Design systolic_array_ctrl, sky130hd; sources not shown.
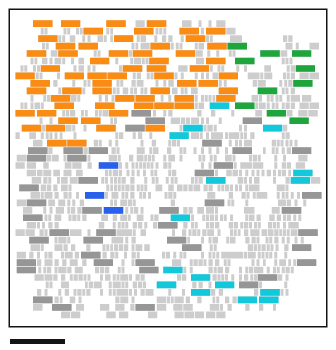
Figure 1: sequential cells coloured by netlist name.
Bar = 20 um.
- green: out_wr_addr (sequential cells 10; where top right)
- cyan: k_len_q (sequential cells 16)
- orange: wr_pipe (sequential cells 63)
- blue: state (sequential cells 3)
- not coloured: 44
storage element area: 2720 um2
Seq group: 1650 uW
Seq area share: 37.7%

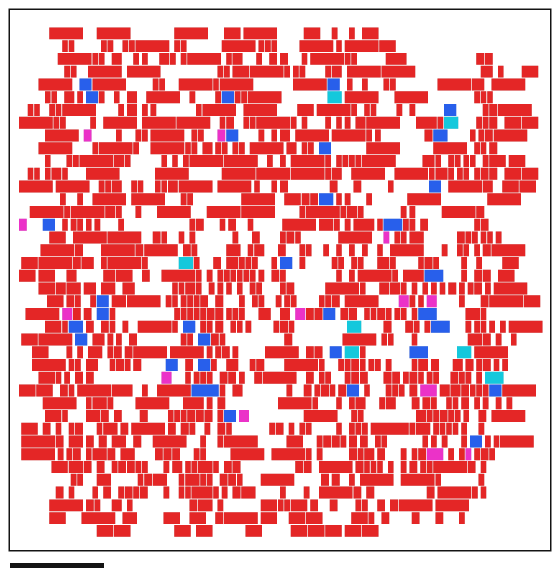
Figure 2: cell sizes after repair.
Bar = 20 um.
- red: _0 and _1 cells (cells 926; share 95%)
- magenta: _2 cells (cells 13; share 1.3%)
- blue: _3 and _4 cells (cells 32; share 3.3%)
- cyan: _6 and larger (cells 7; share 0.72%)
Final Cell Area: 7220 um2
Signal buffers: 60

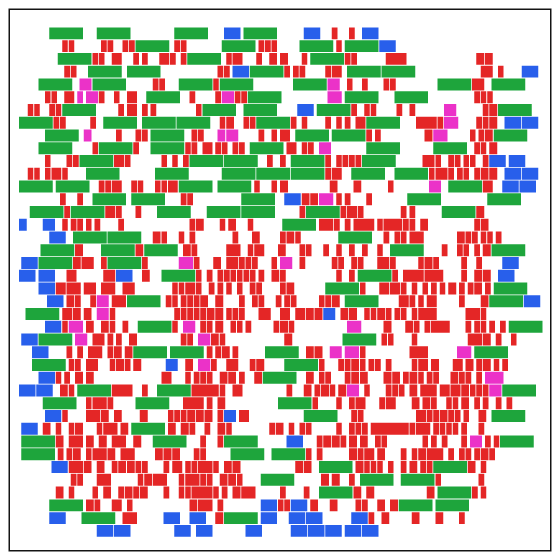
Figure 3: cells coloured by class.
- magenta: clock drivers and dummy loads (cells 32)
- red: combinational and other logic (cells 750)
- blue: other buffers and delay cells (cells 60)
- green: flops (cells 136)
std cell rows: 40
fin util: 59.3%

==> GITHUB_STEP_SUMMARY <==
## PnR job results

| Metric | Value |
|---|---|
| Final setup margin | between 0.8 and 0.9 ns |
| Vias | 5587 |
| CP Depth | 16 |
| Hold_ws | ~0.37 ns |
| Slew @ Worst Pin | between 0.8 and 0.9 ns |
| Max Cap Violations | 0 |
| Pre-CTS WS | between 0.9 and 1 ns |
| WP buf/inv | 2 |
| Endpoint type of the worst setup path | flop |
| Cell depth of the worst hold path | 2 |
| Placer Congestion | 0.896 |
| Main flop type | dfxtp_1 |
| DRC | 0 |
| DRT Pass-1 Iters | 5 |
| Chip area line of the yosys report | between 6000 and 7000 um2 |
| Register area share after synthesis | a little over two fifths |
| Part of the cycle the worst path needs | 77.8% |
| Post-Syn Area per Cell | between 6 and 7 um2 |
| Busiest grt layer | met2 |
| P_leak | just over 0.003 uW |
| Layout cell share with drive strength beyond 1 | 5.32% |
| CTS buffer count | 17 |
| Area leader share | 43.3% |
| Startpoint Class | flop |
| GR Util All Layers | a little over a fifth |
| Crit Path Max Fanout | 19 |
| MI comb area | around 2800 um2 |
| Floorplan Utilization | between 50% and 60% |
| Crit-path leading delay family | simple AND/OR/NAND/NOR gates |
| Area contributors post-synth | dfxtp_1 (43%), nand2_1 (11%), inv_1 (9.6%) |
| Largest area contributor in the netlist | dfxtp_1 |
| Clock root buffer | clkbuf_4 |
| Boundary pin count | around 57 |
| Initial antenna violation count | 0 |
| Syn-to-layout area delta | 14.7% |
| Combinational fraction of the cell area | approximately 39% |
| Logic Gate Count | 585 |
| Most numerous logic cell after layout | nand2_1 |
| Syn_nets | roughly 940 |
| Data buffer area share | 8.12% |
| Status | finished clean |
| Reg2reg setup slack | 0.87 ns |
| Met1 Usage GRT | 29.5% |
| ANT cells | 0 |
| Max reg flops | ~63 |
| Data arrival, critical path | between 3 and 4 ns |
| Post-DR vias/cell | 4.88 |
| Crit-path max cell delay | 0.46 ns |
| Drt total wl | approximately 14000 um |
| Worst Reg-to-Reg Cells | 16 |
| Fin. max-slew vios | 0 |
| Flop count | between 100 and 150 |
| Tool warnings | 28 |
| Mapped Cells | approximately 900 |
| Largest net degree at the start of global routing | 86 |
| Clock sink total | approximately 140 |
| Final min period | just over 3 ns |
| Placed cells | approximately 1100 |
| First-pass GRT wire length | between 20000 and 25000 um |
| Top-count cell post-synth | nand2_1 |
| Post_cts resized | 0 |
| Top cells by count | nand2_1 (181), inv_1 (161), nor2_1 (140), dfxtp_1 (136), nand3_1 (58) |
| Asr flop ratio synth | 0% |
| Final HPWL DP | 9710 um |
| EDFF count, synth | 0 |
| CP required | about 4.3 ns |
| Slew HR | around 43% |
| Setup violators final | 0 |
| Unique cell types | 34 |
| Die Wd | about 120 um |
| Crit-path most repeated cell | nand2_1 |
| Fin Setup TNS | 0 ns |
| Cell Pwr Density | about 550 nW/um2 |
| Clock Buffer Count | 17 |
| Dominant class by area | logic gates |
| Critical-path top delay cell | dfxtp_1 |
| H-tree depth | 4 |
| GRT met3 Usage | under 10% |
| Crit path cell chain | ha_1 > inv_1 > nor2_4 > nand2_1 > nand3_1 > nand2_1 > nor2_1 > nand3_1 > nor2_1 > nand3_1 > nand2_2 > nand2_2 > nand2_1 > o21ai_1 > nand2_1 > inv_1 |
| Placement Cell Area | ~7000 um2 |
| Final clock-cell share | under 10% |
| 1st-iter DRT viols | 508 |
| # Taps | around 170 |
| Worst skew pair latency | between 0.5 and 0.6 ns |
| Setup Fix Bufs, Post-CTS | 0 |
| Detail Route Antenna Nets | 0 |
| Die Ht | about 120 um |
| Yosys Warn Count | 0 |
| Invs w/o clock | around 170 |
| Largest buffer count on any clock path | 2 |
| Power, Total | 3950 uW |
| Grt total ovfl | 0 |
| Port buffer count | ~56 |
| RSZ-0062 raised after global routing | no |
| Hold buffer count at CTS | 0 |
| Nets | between 900 and 1000 |
| Layout fillers | around 1200 |
| Vias in the first global route | about 5000 |
| Worst Setup Path Type | reg2reg |
| Endpoints failing hold | 0 |
| Post-Syn Area | 6290 um2 |
| Core ar. | 12200 um2 |
| Global Route met2 Usage | around a third |
| Fmax achieved | 0.329 GHz |
| DR WL/cell | about 12 um |
| Worst hold path class | reg2reg |
| Reg clk slew, reported paths | about 0.12 ns |
| Worst IR drop on VDD | around 370 uV |
| Die area | roughly 13000 um2 |
| # Cells Yosys | approximately 910 |
| Final non-filler cell total | ~1100 |
| Most numerous logic cells after layout | nand2_1 (181), inv_1 (161), nor2_1 (140), dfxtp_1 (136), nand3_1 (58) |
| Flops after synth | between 100 and 150 |
| TritonCTS clock tree | built |
[where the power goes]
part,switching [uW],leakage [uW],internal [uW]
clock,567,0.000133,265
sequential,127,0.00110,1520
combinational,1010,0.00180,457
total,1710,0.00303,2250
[per-layer routing]
layer	routed length (um)	up-vias
met5	0	-
met4	187	0
met3	703	16
met2	6090	134
met1	6670	2472
li1	-	2965
[kinds of logic (layout without fill, tap and decap cells)]
kind of cell | Yosys count | after routing | synth area share, %
AOI/OAI and AO/OA | 102 | 102 | 8.73
xor gates and xnor gates | 25 | 25 | 3.70
buffers and inverters | 191 | 257 | 11.7
adders and majority gates | 7 | 7 | 1.39
DFF | 136 | 136 | 43.3
and+or+nand+nor | 451 | 451 | 31.2
Power and IR drop assume default switching activity.
